Design hsid_x_read_sched, sky130hd; sources not shown.
sizes.png
Scale bar: 50 µm.
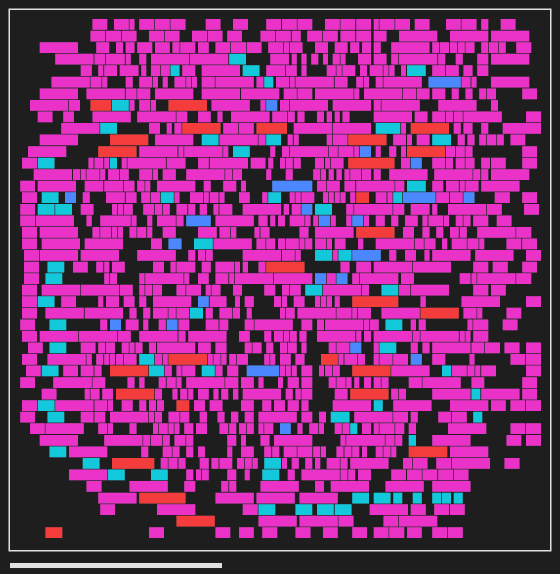
[_0 and _1 cells] magenta | cells: 919
[_2 cells] cyan | cells: 65
[_3 and _4 cells] blue | cells: 23
[_6 and larger] red | cells: 27
final instance area: 0.0105 mm²
bufs w/o clock: 160

layer_met4.png
Scale bar: 50 µm.
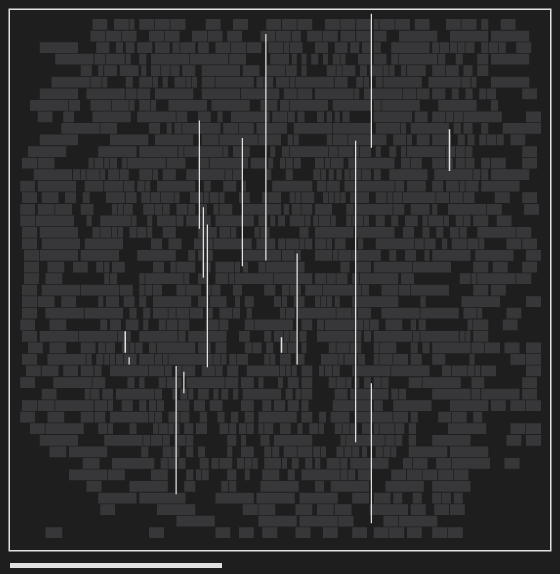
wire length on this layer: 372 µm
nets with wire on the layer: 14
main direction: vertical
vias: 7724
routed wire length: 23.8 mm

clocks.png
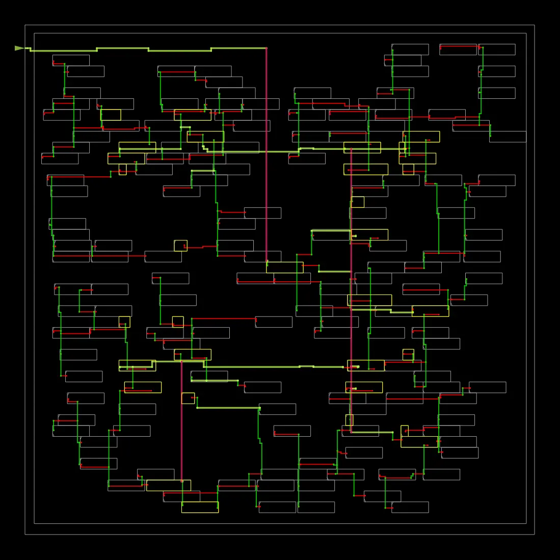
flip-flops: 144
clk_lat worst skew: 430 ps
TritonCTS Buffers: 17

wires.png
Two of the layers only.
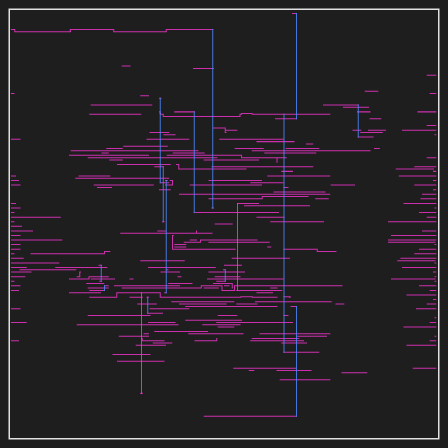
[metal 3] magenta | wire length: 2290 µm
[metal 4] blue | wire length: 372 µm
routed length per instance: 19.4 µm
GRT Util Overall: 29.6%

layer_met2.png
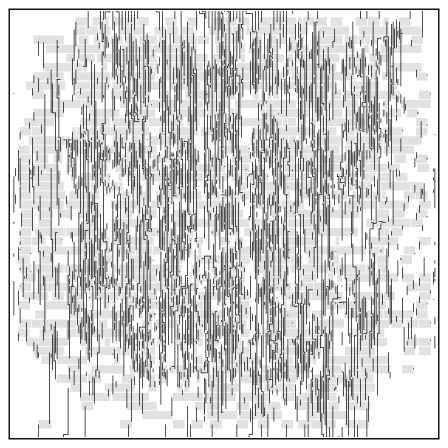
wire length on this layer: 10900 µm
nets with wire on the layer: 979
share of all routed wire: 46%
M2 GR Usage: 45.6%

==> flow_summary.toml <==
# synthesis and place-and-route metrics
[die]
nWellTaps = 188
core-area_mm2 = 0.0150
ioPinCount = 146
fp.dieH_um = 127
row_count = 45
initCoreUtil_pct = 55.5
die_area_mm2 = 0.0162
chipWidth_um = 127

[final_layout]
areaGrowthSynthToFinish_pct = 26.0
inv_count = 14
nets = 1124
mostFrequentLayoutCells = "144 x dfrtp_1, 144 x clkdlybuf4s50_1, 100 x nand2_1, 70 x o21ai_0, 69 x nor2_1"
sh_seq_area_pct = 34.3
logic_area_mm2 = 0.00441
layout-drive-gt1-share_pct = 11.1
clock_area_share_pct = 5.75
postLayoutCoreUtil_pct = 69.9
clockBufferCount = 19
nonClkBufAreaFrac_pct = 15.2
dominant_cells = "logic gates"
comb_share_pct = 42.0
final_cells = 1223
seq_area_mm2 = 0.00360
diodes = 1
fillerInstances = 1180
comb_cells = 684

[logic_synthesis]
synth_warnings = 0
yosys.area.top_type = "dfrtp_1"
synthesis.instances = 900
ys_sh_adder_pct = 2.19
synth_nets = 1003
syn_avg_cell_area_um2 = 9.27
topCombFamilyByArea = "AND-OR/OR-AND gates"
postSynthSeqShare_pct = 43.2
top_area_share_pct = 43.2
muxShareOfSynthArea_pct = 5.22
synth_area_mm2 = 0.00834
most_common_cell = "dfrtp_1"
ys_sh_aoi_pct = 22.7
async_reset_ff_share_pct = 100
yosysUniqueCellTypes = 74
numSynthFlops = 144
ys_dominant_reg_cell = "dfrtp_1"
synthTopCellsByCount = "144 x dfrtp_1, 101 x nand2_1, 70 x o21ai_0, 69 x nor2_1, 55 x a21oi_1"
ys_sh_xor_pct = 4.81
synth.area.top_cells = "dfrtp_1 43%, mux2_2 4.9%, nand2_1 4.5%"
synth-edff-count = 0
ys_cells = 900
ys_chip_area_mm2 = 0.00834
simple_gate_share_pct = 17.8

[job]
cap_violations = 0
warnings = 28

[setup_path]
arrival_ps = 4680
cp_cell_sequence = "clkdlybuf4s50_1, inv_1, ha_1, nor4b_1, and3_1, o21ai_1, o311ai_4, buf_4, nor2_2, a32o_1"
setup.worst_path.start_class = "input pin"
critPathSlowestCell = "clkdlybuf4s50_1"
cp.depth = 10
crit_buf_inv = 3
critPathKind = "input pin to flip-flop"
cp_data_required_time_ps = 6310
critPathTopFamily = "AND-OR/OR-AND gates"
cpPeakStageDelay_ps = 530
reg2reg_depth = 8
cp-end-kind = "flip-flop"
reg2reg_setup_slack_ps = 2610
cp_max_fo = 31

[placement]
place_inst = 1189
dp_slack_ps = 1070
placed_cell_area_mm2 = 0.00989
gp_routability_congestion = 0.952
dp_hpwl_mm = 16.9
numPortBuffers = 145

[pwr]
pwr-share-comb_pct = 32.2
sequentialPowerShare_pct = 39.3
p_clk_share_pct = 28.5
p_switching_mw = 1.43
irDropWorstVdd_uv = 240
powerDensity_mw_per_mm2 = 366
powerClk_mw = 1.10
power_leader = "sequential cells"
internal-power_mw = 2.42
power_combinational_mw = 1.24
leakagePower_nw = 4.37
power_mw = 3.85
seq_power_mw = 1.51
swShare_pct = 37.1

[route]
first_pass_iters = 5
drc = 0
route.met3.wl_mm = 2.29
detail-route-antenna-nets = 0
avgViaCountPerCell = 6.32
drt_iter0_drc = 761
route.met2.wl_mm = 10.9
topRoutingLayerUsed = "met4"
met1Wirelength_mm = 10.2

[timing]
rsz0062_at_grt = "no"
fin_crit_sh_pct = 72.8
finalSetupViolations = 0
setup_ws_ps = 1620
finalHoldWorstSlack_ps = 472
max_slew_margin_pct = 41.6
setup_tns_ps = 0
skew_ps = 7.83
final_max_slew_viol_count = 0
final_hold_viol_count = 0
worstMarginPinSlew_ps = 875
final.min_clock_period_ps = 4330
max_freq_mhz = 231

[clocking]
post_cts_buffers = 0
htreeDepth = 4
cts_buffer_depth = 2
clock-root-buffer = "clkbuf_16"
clk_pin_slew_worst_paths_ps = 60
cts_tree = "yes"
cts.sinks = 144
cts_hold_buf = 0
cts_resized = 0

[global_route]
grt_overflow_total = 0
antenna_found_initial = 1
top_usage_layer = "met2"
grt_pass1_wl_mm = 37.6
grt_max_degree = 70
grt_use_met3_pct = 6.99
grt.met1_usage_pct = 41.9
grt_pass1_vias = 7279

[worst_hold_path]
worstHoldPathCells = 2
min_path_type = "flip-flop to flip-flop"

[outcome]
status = "finished, final reports clean"
No activity file was given, so power comes from the tool's default toggle rates.
